==> config.mk <==
export PLATFORM = sky130hd
export DESIGN_NAME = esfa_cmd_sequencer
export DESIGN_NICKNAME = d
export VERILOG_FILES = /design/src/rtl/esfa_cmd_sequencer.sv
export SDC_FILE = /design/constraint.sdc
export NUM_CORES = 1
export LEC_CHECK = 0
export CAP_MARGIN = 20
export CORE_ASPECT_RATIO = 1.2
export CORE_MARGIN = 2
export CORE_UTILIZATION = 55
export CTS_CLUSTER_DIAMETER = 120
export CTS_CLUSTER_SIZE = 25
export DETAILED_ROUTE_END_ITERATION = 6
export PLACE_DENSITY = 0.79
export SLEW_MARGIN = 20
export SYNTH_ARGS = -nofsm -noshare
export SYNTH_HDL_FRONTEND = slang
export SYNTH_SLANG_ARGS = --single-unit
==> constraint.sdc <==
create_clock -name clk -period 3.3 [get_ports clk]
set_input_delay 0.66 -clock clk [delete_from_list [all_inputs] [get_ports clk]]
set_output_delay 0.66 -clock clk [all_outputs]
set_load 0.02 [all_outputs]
==> src/rtl/esfa_cmd_sequencer.sv <==
`default_nettype none
// ============================================================================
// Module : esfa_cmd_sequencer
// Desc   : Host command FIFO and single-issue sequencer for the ESFA array bus.
// Rev    : 1.0  initial release
// ============================================================================
module esfa_cmd_sequencer #(
  parameter int         FIFO_DEPTH = 4,
  parameter int         TIMEOUT    = 255,
  parameter logic [7:0] IDLE_OP    = 8'h00
) (
  input  logic        clk,
  input  logic        reset,
  input  logic        cmd_valid,
  output logic        cmd_ready,
  input  logic [7:0]  cmd_op,
  input  logic [7:0]  cmd_index,
  input  logic [7:0]  cmd_value,
  input  logic [7:0]  cmd_meta,
  input  logic        cmd_is_meta,
  output logic [7:0]  new_index,
  output logic [7:0]  new_value,
  output logic [7:0]  metadata,
  output logic        isMetadata,
  output logic [7:0]  selector,
  input  logic        arr_done,
  input  logic        arr_bool,
  input  logic [7:0]  arr_value,
  output logic        rsp_valid,
  input  logic        rsp_ready,
  output logic        rsp_bool,
  output logic [7:0]  rsp_value,
  output logic        rsp_timeout,
  output logic [15:0] rsp_cycles,
  output logic        busy
);

  localparam int            c_AW      = $clog2(FIFO_DEPTH);
  localparam logic [c_AW:0] c_PTR_ONE = (c_AW + 1)'(1);
  localparam logic [15:0]   c_TO_LAST = 16'(TIMEOUT - 1);
  localparam logic [15:0]   c_CYC_MAX = 16'hFFFF;

  typedef enum logic [1:0] {
    S_IDLE  = 2'd0,
    S_ISSUE = 2'd1,
    S_WAIT  = 2'd2,
    S_RESP  = 2'd3
  } state_t;

  logic [33:0]   r_mem [FIFO_DEPTH];
  logic [c_AW:0] r_wr_ptr;
  logic [c_AW:0] r_rd_ptr;
  state_t        r_state;
  logic [15:0]   r_cyc;
  logic [7:0]    r_sel;
  logic [7:0]    r_idx;
  logic [7:0]    r_val;
  logic [7:0]    r_meta;
  logic          r_is_meta;
  logic          r_rsp_valid;
  logic          r_rsp_bool;
  logic [7:0]    r_rsp_value;
  logic          r_rsp_timeout;
  logic [15:0]   r_rsp_cycles;

  logic          w_empty;
  logic          w_full;
  logic          w_push;
  logic          w_pop;
  logic [33:0]   w_head;
  logic [15:0]   w_cyc_inc;

  // Pointers carry one extra wrap bit so full and empty are distinguishable.
  assign w_empty   = (r_wr_ptr == r_rd_ptr);
  assign w_full    = (r_wr_ptr[c_AW] != r_rd_ptr[c_AW]) &&
                     (r_wr_ptr[c_AW-1:0] == r_rd_ptr[c_AW-1:0]);
  assign w_push    = cmd_valid && !w_full;
  assign w_pop     = (r_state == S_IDLE) && !w_empty;
  assign w_head    = r_mem[r_rd_ptr[c_AW-1:0]];
  assign w_cyc_inc = (r_cyc == c_CYC_MAX) ? c_CYC_MAX : r_cyc + 16'd1;

  always_ff @(posedge clk) begin
    if (w_push) begin
      r_mem[r_wr_ptr[c_AW-1:0]] <= {cmd_op, cmd_index, cmd_value, cmd_meta, cmd_is_meta};
    end
  end

  always_ff @(posedge clk or negedge reset) begin
    if (!reset) begin
      r_wr_ptr <= '0;
      r_rd_ptr <= '0;
    end else begin
      if (w_push) r_wr_ptr <= r_wr_ptr + c_PTR_ONE;
      if (w_pop)  r_rd_ptr <= r_rd_ptr + c_PTR_ONE;
    end
  end

  always_ff @(posedge clk or negedge reset) begin
    if (!reset) begin
      r_state       <= S_IDLE;
      r_cyc         <= '0;
      r_sel         <= IDLE_OP;
      r_idx         <= '0;
      r_val         <= '0;
      r_meta        <= '0;
      r_is_meta     <= 1'b0;
      r_rsp_valid   <= 1'b0;
      r_rsp_bool    <= 1'b0;
      r_rsp_value   <= '0;
      r_rsp_timeout <= 1'b0;
      r_rsp_cycles  <= '0;
    end else begin
      case (r_state)
        S_IDLE: begin
          if (w_pop) begin
            {r_sel, r_idx, r_val, r_meta, r_is_meta} <= w_head;
            r_state <= S_ISSUE;
          end else begin
            r_sel <= IDLE_OP;
          end
        end
        S_ISSUE: begin
          r_cyc   <= '0;
          r_state <= S_WAIT;
        end
        S_WAIT: begin
          r_cyc <= w_cyc_inc;
          // A done arriving on the timeout cycle still counts as a real result.
          if (arr_done) begin
            r_rsp_bool    <= arr_bool;
            r_rsp_value   <= arr_value;
            r_rsp_timeout <= 1'b0;
            r_rsp_cycles  <= w_cyc_inc;
            r_rsp_valid   <= 1'b1;
            r_state       <= S_RESP;
          end else if (r_cyc == c_TO_LAST) begin
            r_rsp_bool    <= 1'b0;
            r_rsp_value   <= '0;
            r_rsp_timeout <= 1'b1;
            r_rsp_cycles  <= w_cyc_inc;
            r_rsp_valid   <= 1'b1;
            r_state       <= S_RESP;
          end
        end
        S_RESP: begin
          if (rsp_ready) begin
            r_rsp_valid <= 1'b0;
            r_sel       <= IDLE_OP;
            r_state     <= S_IDLE;
          end
        end
        default: r_state <= S_IDLE;
      endcase
    end
  end

  assign cmd_ready   = !w_full;
  assign busy        = (r_state != S_IDLE) || !w_empty;
  assign selector    = r_sel;
  assign new_index   = r_idx;
  assign new_value   = r_val;
  assign metadata    = r_meta;
  assign isMetadata  = r_is_meta;
  assign rsp_valid   = r_rsp_valid;
  assign rsp_bool    = r_rsp_bool;
  assign rsp_value   = r_rsp_value;
  assign rsp_timeout = r_rsp_timeout;
  assign rsp_cycles  = r_rsp_cycles;

endmodule
`default_nettype wire

Signal wires on met4:
(4 px per µm) Supply wires on this layer in grey. Cells faint in the background.
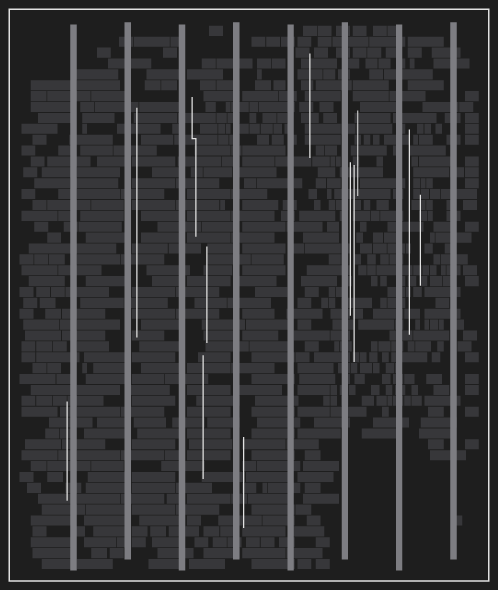
wire length on this layer: 401 µm
nets with wire on the layer: 10
longest straight run: 57.1 µm
main direction: vertical
share of all routed wire: 2.3%
DR vias: 5067
final wirelength: 17.7 mm

Wiring by layer:
(3 px per µm)
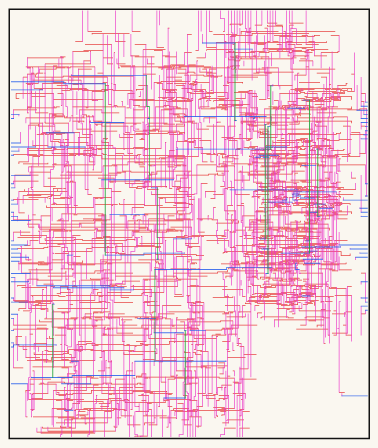
legend:
  magenta:
    layer: metal 2
    wire_length: 9170 µm
  green:
    layer: metal 4
    wire_length: 401 µm
  red:
    layer: metal 1
    wire_length: 7310 µm
  blue:
    layer: metal 3
    wire_length: 773 µm
post-DR wirelength/cell: 21.0 µm
total track usage: 21.0%

Clock nets:
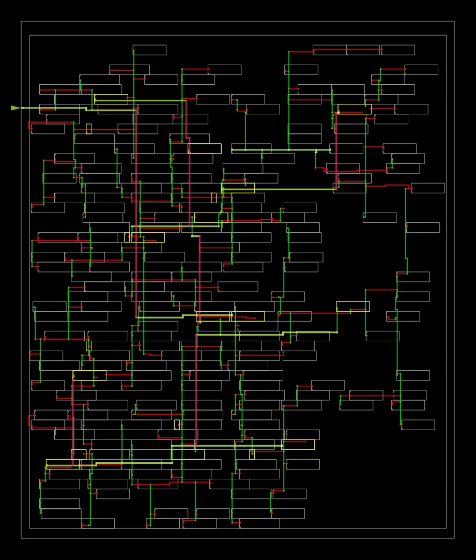
Num CTS Buffers: 12
total clock sinks: 216

Sequential cells coloured by netlist name:
(3 px per µm)
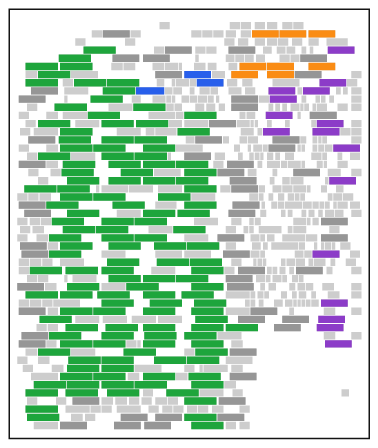
legend:
  purple:
    signal: rsp_cycles
    flops: 16
  green:
    signal: r_mem
    flops: 132
  blue:
    signal: r_rd_ptr
    flops: 3
  orange:
    signal: rsp_value
    flops: 8
    where: top right

Cell density map:
(3 px per µm) 12 x 14 tiles, from white (low) to dark blue (high), 0 to 100% covered.
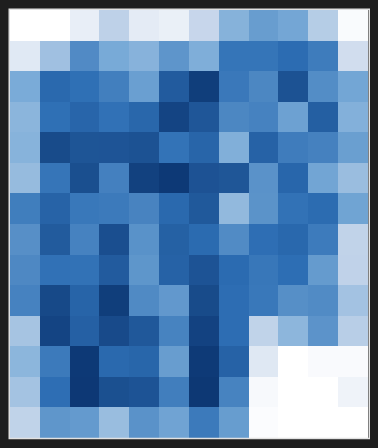
emptiest ninth of the die: bottom right
fullest tile: 97%
mean over tiles: 60%
tiles over 75% full: 33%
total core area: 15600 µm²
Final Util: 66.8%
Pre-Place Util: 56.3%

-- report_power, final --
group	switching, mW	internal (mW)	total [mW]
Sequential	0.323	3.64	3.96
Combinational	1.82	1.63	3.45
Clock	0.816	0.742	1.56
-- metal layers --
layer / vias up / GRT usage, % / part of all wire, %
li1: 2257 / - / -
met1: 2610 / 28.1 / 41
met2: 175 / 36.6 / 52
met3: 25 / 2.84 / 4.4
met4: 0 / 5.51 / 2.3
met5: - / 0 / 0
-- final timing paths --
kind | endpoint
max | busy
min | rsp_cycles[11]
max reg2reg | r_cyc[3]
min reg2reg | isMetadata
max in group asynchronous | r_cyc[3]
min in group clk | isMetadata
==> results_slide.txt <==
Key Metrics from the Run

Run status
  – Status: finished, final reports clean

Power
  – P per Cell Area: about 860 nW/µm²
  – Leakage: around 3.8 nW
  – Max VDD drop: roughly 0.00067 V
  – PnR Total Power: between 8 and 9 mW

Global route
  – First-pass GRT wire length: about 28 mm
  – Total gr overflow: 0
  – Largest net degree at the start of global routing: ~58
  – Antenna violations before repair: 0
  – Vias in the first global route: between 5000 and 6000

Finish
  – Mi-comb count: between 200 and 300
  – Combinational fraction of the cell area: 24.2%
  – Top cell excl fill/tap: edfxtp_1
  – Inverters, non-clock: 12
  – Non-clk buf share: 11.4%
  – Non-Filler Instances: approximately 840
  – Design area: 10400 µm²
  – Clock network area share: 3.44%
  – Biggest Area Class: registers
  – Max reg flops: approximately 130
  – Fraction of area in registers: between 50% and 60%
  – # diodes: 0
  – Bufs w/o clock: ~120
  – Synth-to-layout area growth: 18.7%
  – Share of layout cells above drive strength 1: 17.1%
  – Top cells excl fill/tap: edfxtp_1 (132), clkdlybuf4s50_1 (107), dfrtp_1 (83)
  – Filler cells: between 1000 and 1500
  – Logic area: approximately 2500 µm²
  – Total Nets Final: approximately 680
  – Sequential Area: about 6100 µm²
  – Flop Count: 216
  – Clock buffer count: 19

Setup path
  – Worst Setup SP: r_wr_ptr[1]
  – CP peak stage delay: around 550 ps
  – WP depth: 4
  – Crit path max fanout: 4
  – Critical Path, Cell by Cell: xnor2_1 -> and3_1 -> nand2_1 -> clkdlybuf4s50_1
  – FF-to-FF Start: r_cyc[1]
  – Crit start category: flop
  – WP buf/inv: 1
  – Slowest CP cell: clkdlybuf4s50_1
  – CP endpoint kind: output port
  – Worst EP required: between 2000 and 3000 ps
  – Critical path arrival: about 2100 ps
  – Length in cells of the worst reg-to-reg path: 5
  – FF-to-FF setup slack: 970 ps
  – CP top delay family: buffers and inverters
  – Crit Path Class: reg -> out

Min path
  – Hold WC Path Type: in -> async

Placement
  – Placed inst area: 10100 µm²
  – Post-place setup slack: 677 ps
  – Port-buffer cells: 108
  – Post-detail-place hpwl: about 11 mm
  – Placed Instances: 820
  – GP Congestion: just under 0.9

Timing
  – Final Critical Period: ~2800 ps
  – Worst hold slack: around 250 ps
  – Fin crit share: 84.6%
  – Clock Skew: 15.4 ps
  – Setup violators final: 0
  – Hold Violations, Final: 0
  – Pins Over Slew Limit: 0
  – RSZ-0062 raised after global routing: no
  – Max Fclk: around 0.36 GHz
  – Worst Slack Setup Final: about 510 ps
  – Max-slew headroom: roughly 43%
  – Setup TNS: 0 ps
  – Slew @ Worst Pin: approximately 850 ps

Die
  – Chip area: 17000 µm²
  – Die H: 143 µm
  – TAP cells: 208
  – Cell Rows: roughly 50
  – IO Count: between 100 and 150
  – DIE WIDTH: between 100 and 150 µm

Synth
  – Yosys xor share: less than 1%
  – Compound Share, Synth: 7.99%
  – Fa+ha+maj area frac: ~1.4%
  – Post-synthesis cell area: slightly below 9000 µm²
  – Cell with the most instances after synthesis: edfxtp_1
  – EDFF count, synth: around 130
  – Synth top area share: a little under half
  – Count of different cell masters after synthesis: a little over 60
  – Syn_area_per_cell: about 17 µm²
  – Post-Synthesis Cells: 527
  – Top logic family: multiplexers
  – Synthesis area per yosys: 8800 µm²
  – Ys async rst share: between 30% and 40%
  – Commonest flop: edfxtp_1
  – Simple-Gate Fraction of Synth Area: ~5.5%
  – Syn Nets: roughly 580
  – Synth area leaders: edfxtp_1 (45%), dfrtp_1 (24%), mux4_2 (8.4%)
  – Mux area share: approximately 13%
  – # Cells Yosys: roughly 530
  – Area leader, netlist: edfxtp_1
  – Seq/Total Area, Yosys: ~70%
  – Top cells by count, synth: edfxtp_1 (132), dfrtp_1 (84), mux4_2 (33)
  – Synthesized registers: ~220
  – Synth warn: 0

Clock tree
  – PostCTS Resize Cnt: 0
  – Post-CTS Hold Fix Bufs: 0
  – Clock latency on the worst-skew pair: around 470 ps
  – Clock tree buffer depth: 3
  – CTS clk-pin slew, worst paths: about 100 ps
  – Post-CTS Setup Repair Bufs: 0
  – CTS tree: done
  – H-tree levels: 1
  – Clock root cell: clkbuf_16

Drt
  – Router iterations before antenna repair: 5
  – Routed Antenna Nets: 0
  – Starting DRC count in detailed routing: between 400 and 500
  – DRC Markers: 0
  – DR vias/cell: ~6.0

Run
  – Total of max-cap violations: 0
  – Number of OpenROAD warnings: 32
Power is estimated from default activity; no workload was simulated.
